layer_met2.png
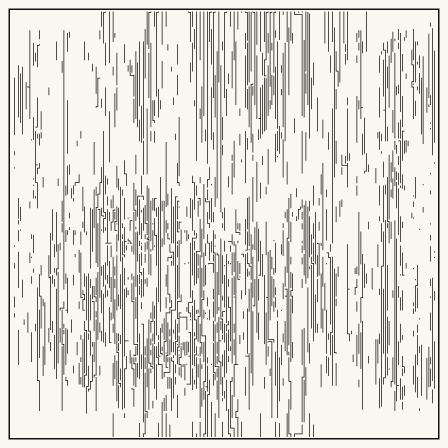
clocks.png
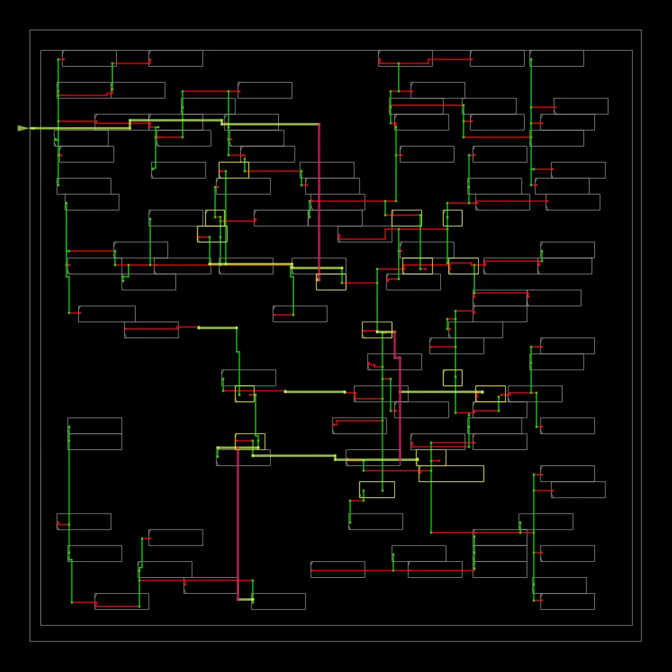
layer_met1.png
Bar = 20 um. Supply wires on this layer in grey.
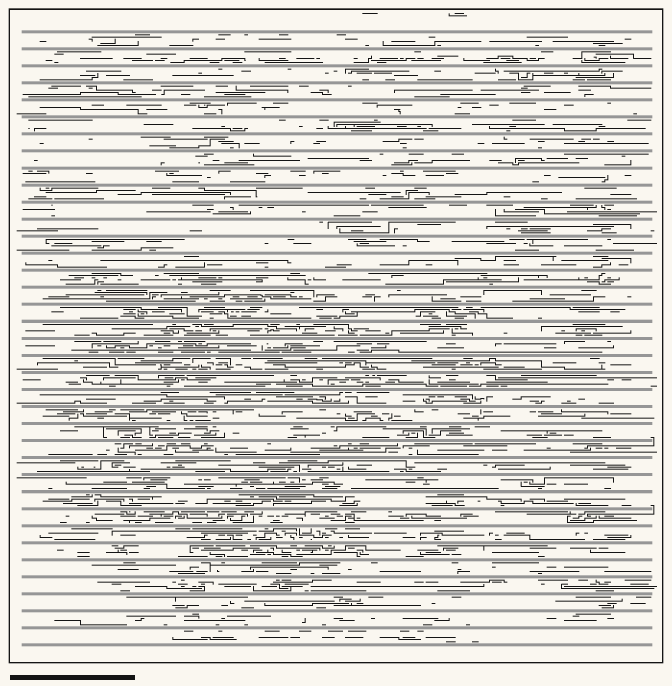
layer_met4.png
Supply wires on this layer in grey.
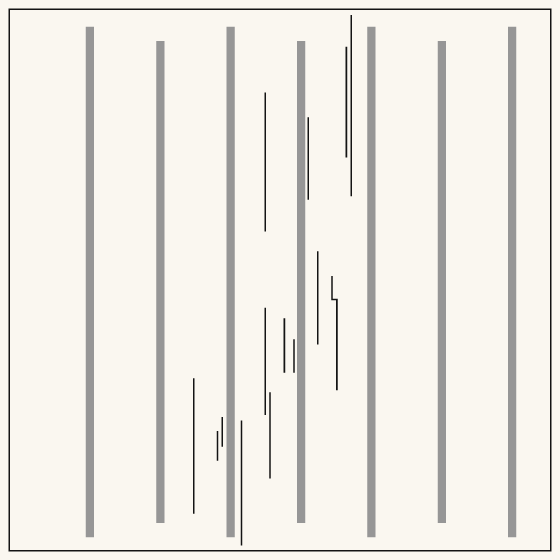
**config.mk**
```make
export PLATFORM = sky130hd
export DESIGN_NAME = if_fetch
export DESIGN_NICKNAME = d
export VERILOG_FILES = /design/src/rtl/cpu_defs.sv /design/src/rtl/if_fetch_pc_reg.sv /design/src/rtl/if_fetch.sv
export SDC_FILE = /design/constraint.sdc
export NUM_CORES = 1
export LEC_CHECK = 0
export CAP_MARGIN = 20
export CORE_MARGIN = 1.5
export CORE_UTILIZATION = 46
export CTS_BUF_LIST = sky130_fd_sc_hd__clkbuf_4 sky130_fd_sc_hd__clkbuf_8
export DETAILED_ROUTE_END_ITERATION = 10
export GPL_TIMING_DRIVEN = 0
export PLACE_DENSITY = 0.85
export SYNTH_ARGS = -nofsm -noshare
export SYNTH_HDL_FRONTEND = slang
export SYNTH_SLANG_ARGS = --single-unit
```
**constraint.sdc**
```tcl
create_clock -name clk -period 3.82 [get_ports clk]
set_clock_uncertainty 0.2 [all_clocks]
set_input_delay 0.764 -clock clk [delete_from_list [all_inputs] [get_ports clk]]
set_output_delay 0.764 -clock clk [all_outputs]
set_load 0.1 [all_outputs]
```
**src/rtl/cpu_defs.sv**
```systemverilog
// Shared CPU definitions: reset vector, bubble encoding, IF/ID record and
// fetch state encoding reused by the later pipeline stages.
package cpu_defs;

  localparam logic [31:0] RESET_PC = 32'h0000_3000;
  localparam logic [31:0] NOP      = 32'h0000_0000;
  localparam logic [31:0] IM_DEPTH = 32'd128;

  typedef struct packed {
    logic [31:0] instr;
    logic [31:0] pc4;
    logic        valid;
  } ifid_t;

  typedef enum logic [0:0] {
    ST_RUN   = 1'b0,
    ST_FAULT = 1'b1
  } fetch_state_t;

  localparam ifid_t IFID_BUBBLE = '{instr: NOP, pc4: 32'h0000_0000, valid: 1'b0};

  // Word index relative to the reset vector; PCs below it wrap to huge values.
  function automatic logic [31:0] word_index(input logic [31:0] pc);
    return (pc - RESET_PC) >> 2'd2;
  endfunction

  function automatic logic pc_in_range(input logic [31:0] pc);
    return (word_index(pc) < IM_DEPTH);
  endfunction

endpackage

```
**src/rtl/if_fetch_pc_reg.sv**
```systemverilog
// Program counter register with next-PC priority mux (redirect > stall > +4)
// and the redirect-target alignment check.
module pc_reg
  import cpu_defs::*;
(
  input  logic        clk,
  input  logic        rst,
  input  logic        freeze,
  input  logic        stall,
  input  logic        redirect,
  input  logic [31:0] redirect_pc,
  output logic [31:0] pc,
  output logic        misaligned
);

  logic [31:0] pc_r;
  logic [31:0] pc_next_s;

  assign misaligned = redirect && (redirect_pc[1:0] != 2'b00);
  assign pc         = pc_r;

  // Next-PC selection; a misaligned target is refused and the PC holds.
  always_comb begin
    pc_next_s = pc_r;
    if (freeze) begin
      pc_next_s = pc_r;
    end else if (redirect) begin
      if (misaligned) begin
        pc_next_s = pc_r;
      end else begin
        pc_next_s = redirect_pc;
      end
    end else if (stall) begin
      pc_next_s = pc_r;
    end else begin
      pc_next_s = pc_r + 32'd4;
    end
  end

  // PC register.
  always_ff @(posedge clk or posedge rst) begin
    if (rst) begin
      pc_r <= RESET_PC;
    end else begin
      pc_r <= pc_next_s;
    end
  end

endmodule

```
**src/rtl/if_fetch.sv**
```systemverilog
// Instruction-fetch stage: owns the PC, addresses instruction memory and
// captures the fetched word into IF/ID; sticky fault on bad fetches.
module if_fetch
  import cpu_defs::*;
(
  input  logic        clk,
  input  logic        rst,
  input  logic        stall,
  input  logic        flush,
  input  logic        redirect,
  input  logic [31:0] redirect_pc,
  output logic [9:0]  im_addr,
  input  logic [31:0] im_dout,
  output logic [31:0] pc_o,
  output logic [31:0] ifid_instr,
  output logic [31:0] ifid_pc4,
  output logic        ifid_valid,
  output logic        fetch_fault
);

  fetch_state_t state_r;
  ifid_t        ifid_r;
  logic         fetch_fault_r;
  logic         freeze_s;
  logic         misaligned_s;
  logic         out_of_range_s;
  logic         fault_s;
  logic [31:0]  pc_s;
  logic [31:0]  pc4_s;

  assign freeze_s = (state_r == ST_FAULT);

  pc_reg u_pc_reg (
    .clk         (clk),
    .rst         (rst),
    .freeze      (freeze_s),
    .stall       (stall),
    .redirect    (redirect),
    .redirect_pc (redirect_pc),
    .pc          (pc_s),
    .misaligned  (misaligned_s)
  );

  assign pc4_s          = pc_s + 32'd4;
  assign out_of_range_s = !pc_in_range(pc_s);
  // An out-of-range PC only faults when it would actually be fetched.
  assign fault_s        = misaligned_s || (out_of_range_s && !stall);

  assign im_addr     = pc_s[11:2];
  assign pc_o        = pc_s;
  assign ifid_instr  = ifid_r.instr;
  assign ifid_pc4    = ifid_r.pc4;
  assign ifid_valid  = ifid_r.valid;
  assign fetch_fault = fetch_fault_r;

  // Fault FSM with IF/ID register and sticky fault flag.
  always_ff @(posedge clk or posedge rst) begin
    if (rst) begin
      state_r       <= ST_RUN;
      ifid_r        <= IFID_BUBBLE;
      fetch_fault_r <= 1'b0;
    end else begin
      case (state_r)
        ST_RUN: begin
          if (fault_s) begin
            state_r       <= ST_FAULT;
            ifid_r        <= IFID_BUBBLE;
            fetch_fault_r <= 1'b1;
          end else if (flush || redirect) begin
            ifid_r <= IFID_BUBBLE;
          end else if (!stall) begin
            ifid_r <= '{instr: im_dout, pc4: pc4_s, valid: 1'b1};
          end else begin
            ifid_r <= ifid_r;
          end
        end
        ST_FAULT: begin
          ifid_r        <= IFID_BUBBLE;
          fetch_fault_r <= 1'b1;
        end
        default: begin
          state_r       <= ST_FAULT;
          ifid_r        <= IFID_BUBBLE;
          fetch_fault_r <= 1'b1;
        end
      endcase
    end
  end

endmodule

```
==> results.json <==
{
  "grt_max_degree": 62,
  "syn_nets": 517,
  "path_cells": "buf_4, clkdlybuf4s50_1",
  "placed_area_um2": 6650,
  "wl_per_cell_um": 18.6,
  "dp_cells": 756,
  "p_seq_uw": 1070,
  "cellPowerDensity_nw_per_um2": 298,
  "buf_share_pct": 29.5,
  "clkCellAreaFrac_pct": 3.19,
  "synth_seq_share_pct": 52.7,
  "yosysChipArea_um2": 4700,
  "syn_area_um2": 4700,
  "combGateArea_um2": 1940,
  "top_cells_by_area": "dfrtp_1 (52%), a22o_1 (7.8%), and3_1 (4.1%), buf_4 (2.7%), a21oi_1 (2.3%)",
  "synth-seq-cells": 99,
  "regToRegSetupSlack_ps": 1270,
  "slowest_stage": "clkdlybuf4s50_1",
  "path_max_fanout": 8,
  "clockPowerShare_pct": 35.6,
  "status": "complete, no violations",
  "wl_met1_um": 6020,
  "drt-pass1-iter-count": 5,
  "vias_per_cell": 5.89,
  "max_clock_freq_mhz": 316,
  "worst_pin_slew_ps": 1020,
  "final_core_util_pct": 69.6,
  "grt_pass1_wl_um": 22800,
  "cts_sinks": 99,
  "hold_slack_ps": 289,
  "rsz0062_at_grt": "no",
  "synth.most_common_cell": "dfrtp_1",
  "grt_overflow": 0,
  "synthToLayoutAreaGrowth_pct": 46.1,
  "fin_cells": 772,
  "cts-resized-gates": 0,
  "min_period_ps": 3170,
  "r2r_cells": 7,
  "antenna_cells": 0,
  "holdCritStartpoint": "fetch_fault$_DFFE_PP0P_",
  "maxSlewViolCount": 0,
  "synthAoiAreaFrac_pct": 19.6,
  "sh_seq_area_pct": 36.1
}
## Picture notes: layer_met2.png
The layer holds 48% of the routed length. The layer carries 6910 um of wire.

## Picture notes: clocks.png
flip-flops: 99
Clock group: 727 uW
# clk buffers: 10
Insertion Delay late pin: 370 ps

## Picture notes: layer_met1.png
The longest straight run is 32.4 um. 617 nets have wire on it. The layer holds 42% of the routed length. The wires run mostly horizontal. The layer carries 6020 um of wire.
DR vias: 4546
Post-Route WL: 14300 um

## Picture notes: layer_met4.png
13 nets have wire on it. The layer holds 1.8% of the routed length. The longest straight run is 34.7 um. The wires run mostly vertical.

Power and IR drop assume default switching activity.
